===== src/rtl/pingpong_buf_ctrl.sv =====
// Ping-pong controller for two single-port-per-direction sync SRAM banks.
// The producer fills one bank while the consumer drains the other. The two
// roles swap when a tile completes. This block owns all bank addressing and
// per-bank status. The datapath is only the write-data pass-through and the
// read-data mux.
module pingpong_buf_ctrl #(
    parameter int unsigned DW       = 256,
    parameter int unsigned AW       = 8,
    parameter int unsigned TILE_LEN = 256
) (
    input  logic          clk,
    input  logic          rst,
    input  logic          flush,
    input  logic          wr_valid,
    output logic          wr_ready,
    input  logic [DW-1:0] wr_data,
    input  logic          rd_en,
    output logic          rd_avail,
    output logic          rd_dvalid,
    output logic [DW-1:0] rd_data,
    output logic          rd_last,
    output logic          rd_err,
    output logic [15:0]   tiles_done,
    output logic [1:0]    sram_we,
    output logic [AW-1:0] sram_wa,
    output logic [DW-1:0] sram_wd,
    output logic [1:0]    sram_re,
    output logic [AW-1:0] sram_ra,
    input  logic [DW-1:0] sram_rd0,
    input  logic [DW-1:0] sram_rd1
);

    typedef enum logic [1:0] {
        ST_EMPTY,
        ST_FILLING,
        ST_FULL,
        ST_DRAINING
    } bank_st_t;

    localparam logic [AW-1:0] LAST_IDX = AW'(TILE_LEN - 1);

    bank_st_t        status_q [2];
    bank_st_t        status_d [2];
    logic            wbank_q, wbank_d;
    logic            rbank_q, rbank_d;
    logic [AW-1:0]   wptr_q, wptr_d;
    logic [AW-1:0]   rptr_q, rptr_d;
    logic [15:0]     tiles_q, tiles_d;
    logic            rsel_q;
    logic            rd_dvalid_q;
    logic            rd_last_q;
    logic            rd_err_q;

    logic            wr_fire;
    logic            rd_fire;
    logic            wr_last;
    logic            rd_last_fire;

    // Handshakes come from registered status only. They are gated while reset is held.
    always_comb begin
        wr_ready     = ~rst & ((status_q[wbank_q] == ST_EMPTY) ||
                               (status_q[wbank_q] == ST_FILLING));
        rd_avail     = ~rst & ((status_q[rbank_q] == ST_FULL) ||
                               (status_q[rbank_q] == ST_DRAINING));
        wr_fire      = wr_valid & wr_ready;
        rd_fire      = rd_en & rd_avail;
        wr_last      = (wptr_q == LAST_IDX);
        rd_last_fire = rd_fire & (rptr_q == LAST_IDX);
    end

    // SRAM port drive: per-bank strobes, shared addresses, write data pass-through
    always_comb begin
        sram_we = {wr_fire & wbank_q, wr_fire & ~wbank_q};
        sram_re = {rd_fire & rbank_q, rd_fire & ~rbank_q};
        sram_wa = wptr_q;
        sram_ra = rptr_q;
        sram_wd = wr_data;
    end

    // Next-state for bank status, pointers and the drained-tile count.
    // A write and a read never target the same bank. A bank being written is
    // EMPTY/FILLING and a bank being read is FULL/DRAINING. So both updates apply.
    always_comb begin
        status_d[0] = status_q[0];
        status_d[1] = status_q[1];
        wbank_d     = wbank_q;
        rbank_d     = rbank_q;
        wptr_d      = wptr_q;
        rptr_d      = rptr_q;
        tiles_d     = tiles_q;

        if (wr_fire) begin
            if (wr_last) begin
                status_d[wbank_q] = ST_FULL;
                wptr_d            = '0;
                wbank_d           = ~wbank_q;
            end else begin
                status_d[wbank_q] = ST_FILLING;
                wptr_d            = wptr_q + AW'(1);
            end
        end

        if (rd_fire) begin
            if (rd_last_fire) begin
                status_d[rbank_q] = ST_EMPTY;
                rptr_d            = '0;
                rbank_d           = ~rbank_q;
                tiles_d           = tiles_q + 16'd1;
            end else begin
                status_d[rbank_q] = ST_DRAINING;
                rptr_d            = rptr_q + AW'(1);
            end
        end
    end

    // State registers. Flush clears the same state as rst, but synchronously.
    always_ff @(posedge clk or posedge rst) begin
        if (rst) begin
            status_q[0] <= ST_EMPTY;
            status_q[1] <= ST_EMPTY;
            wbank_q     <= 1'b0;
            rbank_q     <= 1'b0;
            wptr_q      <= '0;
            rptr_q      <= '0;
            tiles_q     <= '0;
            rsel_q      <= 1'b0;
            rd_dvalid_q <= 1'b0;
            rd_last_q   <= 1'b0;
            rd_err_q    <= 1'b0;
        end else if (flush) begin
            status_q[0] <= ST_EMPTY;
            status_q[1] <= ST_EMPTY;
            wbank_q     <= 1'b0;
            rbank_q     <= 1'b0;
            wptr_q      <= '0;
            rptr_q      <= '0;
            tiles_q     <= '0;
            rsel_q      <= 1'b0;
            rd_dvalid_q <= 1'b0;
            rd_last_q   <= 1'b0;
            rd_err_q    <= 1'b0;
        end else begin
            status_q[0] <= status_d[0];
            status_q[1] <= status_d[1];
            wbank_q     <= wbank_d;
            rbank_q     <= rbank_d;
            wptr_q      <= wptr_d;
            rptr_q      <= rptr_d;
            tiles_q     <= tiles_d;
            if (rd_fire) begin
                rsel_q <= rbank_q;
            end
            rd_dvalid_q <= rd_fire;
            rd_last_q   <= rd_last_fire;
            rd_err_q    <= rd_en & ~rd_avail;
        end
    end

    // Read return path: the bank selected at fire time picks the SRAM output
    always_comb begin
        rd_data    = rsel_q ? sram_rd1 : sram_rd0;
        rd_dvalid  = rd_dvalid_q;
        rd_last    = rd_last_q;
        rd_err     = rd_err_q;
        tiles_done = tiles_q;
    end

endmodule

===== config.mk =====
export PLATFORM = sky130hd
export DESIGN_NAME = pingpong_buf_ctrl
export DESIGN_NICKNAME = d
export VERILOG_FILES = /design/src/rtl/pingpong_buf_ctrl.sv
export SDC_FILE = /design/constraint.sdc
export NUM_CORES = 1
export LEC_CHECK = 0
export ABC_CLOCK_PERIOD_IN_PS = 5600
export CAP_MARGIN = 10
export CORE_AREA = 10 10 515 517
export CTS_BUF_LIST = sky130_fd_sc_hd__clkbuf_2
export DETAILED_ROUTE_END_ITERATION = 6
export DIE_AREA = 0 0 525 527
export PLACE_DENSITY_LB_ADDON = 0.08
export SETUP_SLACK_MARGIN = 0.3
export SYNTH_ARGS = -nofsm -noshare
export SYNTH_HDL_FRONTEND = slang
export SYNTH_SLANG_ARGS = --single-unit

===== constraint.sdc =====
create_clock -name clk -period 5.6 [get_ports clk]
set_input_delay 1.4 -clock clk [delete_from_list [all_inputs] [get_ports clk]]
set_output_delay 1.4 -clock clk [all_outputs]
set_load 0.005 [all_outputs]

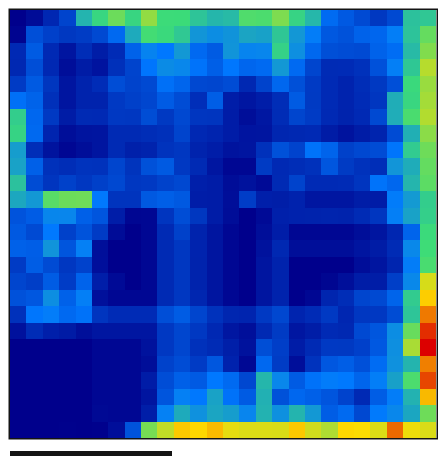
Figure 1: signal metal coverage by tile.
Scale bar: 200 µm. 26 x 26 tiles, from dark blue (low) to red (high), scaled to the fullest tile. Values are wire area over tile area, all layers added.
The fullest tile reaches 0.48. The densest ninth of the die: bottom right. 7.7% of the tiles are over half the peak. 14% of the tiles are nearly empty. The emptiest ninth of the die: bottom left.
Tot GR Track Use: 0.09622
via count: 8734
drt total wl: 141.5 mm
drt wl/cell: 30.10 µm

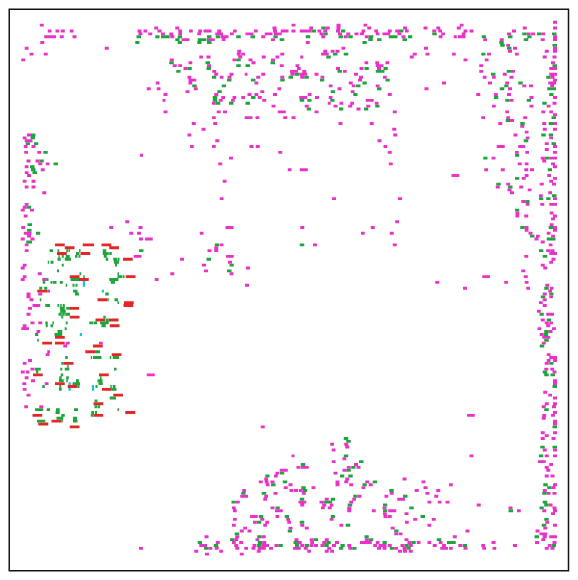
Figure 2: cells coloured by class.
Key: magenta = remaining buffers and delay cells [cells 825, share of their area 62%]; red = sequential cells [cells 40, share of their area 7.6%]; cyan = clock drivers and dummy loads [cells 8, share of their area 0.29%]; green = combinational and other logic [cells 432, share of their area 30%]
final instance area: 0.01753 mm²
Rows: 186

==> results.py <==
# Generated from Yosys and OpenROAD reports
metrics = {
    "global_routing": {
        "met3_usage": 0.05624,
        "grt_pass1_vias": 9207,
        "use_met1": 0.09774,
        "busiest_layer": "met2",
    },
    "power": {
        "power.switching_mw": 0.4313,
        "total_power_mw": 1.303,
        "power_leader": "combinational logic",
        "comb_power_share": 0.657,
    },
    "outcome": {
        "status": "finished clean",
    },
    "final_layout": {
        "nFlopsAndLatches": 40,
        "drive_gt1_frac": 0.2222,
        "nonClkBufAreaFrac": 0.4709,
        "fin_cells": 4703,
        "ff_latch_area_mm2": 0.001005,
        "lay_top_cells": "813 x clkdlybuf4s50_1, 264 x mux2_2, 39 x dfrtp_1, 23 x nor2_1, 18 x nand2_1",
    },
    "worst_setup_path": {
        "reg2reg_from": "sram_ra[0]",
        "endpoint": "sram_re[1]",
        "r2r_cells": 5,
        "crit_slowest_cell": "clkdlybuf4s50_1",
        "cp_slowest_stage_delay_ns": 0.53,
        "path_buffers": 3,
    },
    "clocking": {
        "cts_made_buffers": 5,
        "cts_tree": "yes",
        "clockBufferDepth": 2,
        "cts_resized": 0,
        "clockRootBuffer": "clkbuf_2",
    },
    "timing": {
        "finalClockPeriodUsage": 0.8138,
        "slew_viol_final": 0,
        "finalSetupViolCount": 0,
        "finalWorstSetupSlack_ns": 1.043,
    },
    "synthesis": {
        "syn_nets": 1545,
        "avgSynthCellArea_um2": 9.167,
        "ys_sh_aoi": 0.03443,
    },
    "drt": {
        "drtPass1Iterations": 4,
        "dr_wl_met3_mm": 18.55,
        "top_layer_used": "met5",
        "drt-initial-drc-count": 419,
    },
    "placement": {
        "dp_hpwl_mm": 133.3,
        "gp_congestion": 0.8831,
        "portBuffers": 813,
    },
    "floorplanning": {
        "pin_count": 1326,
    },
}
No activity file was given, so power comes from the tool's default toggle rates.
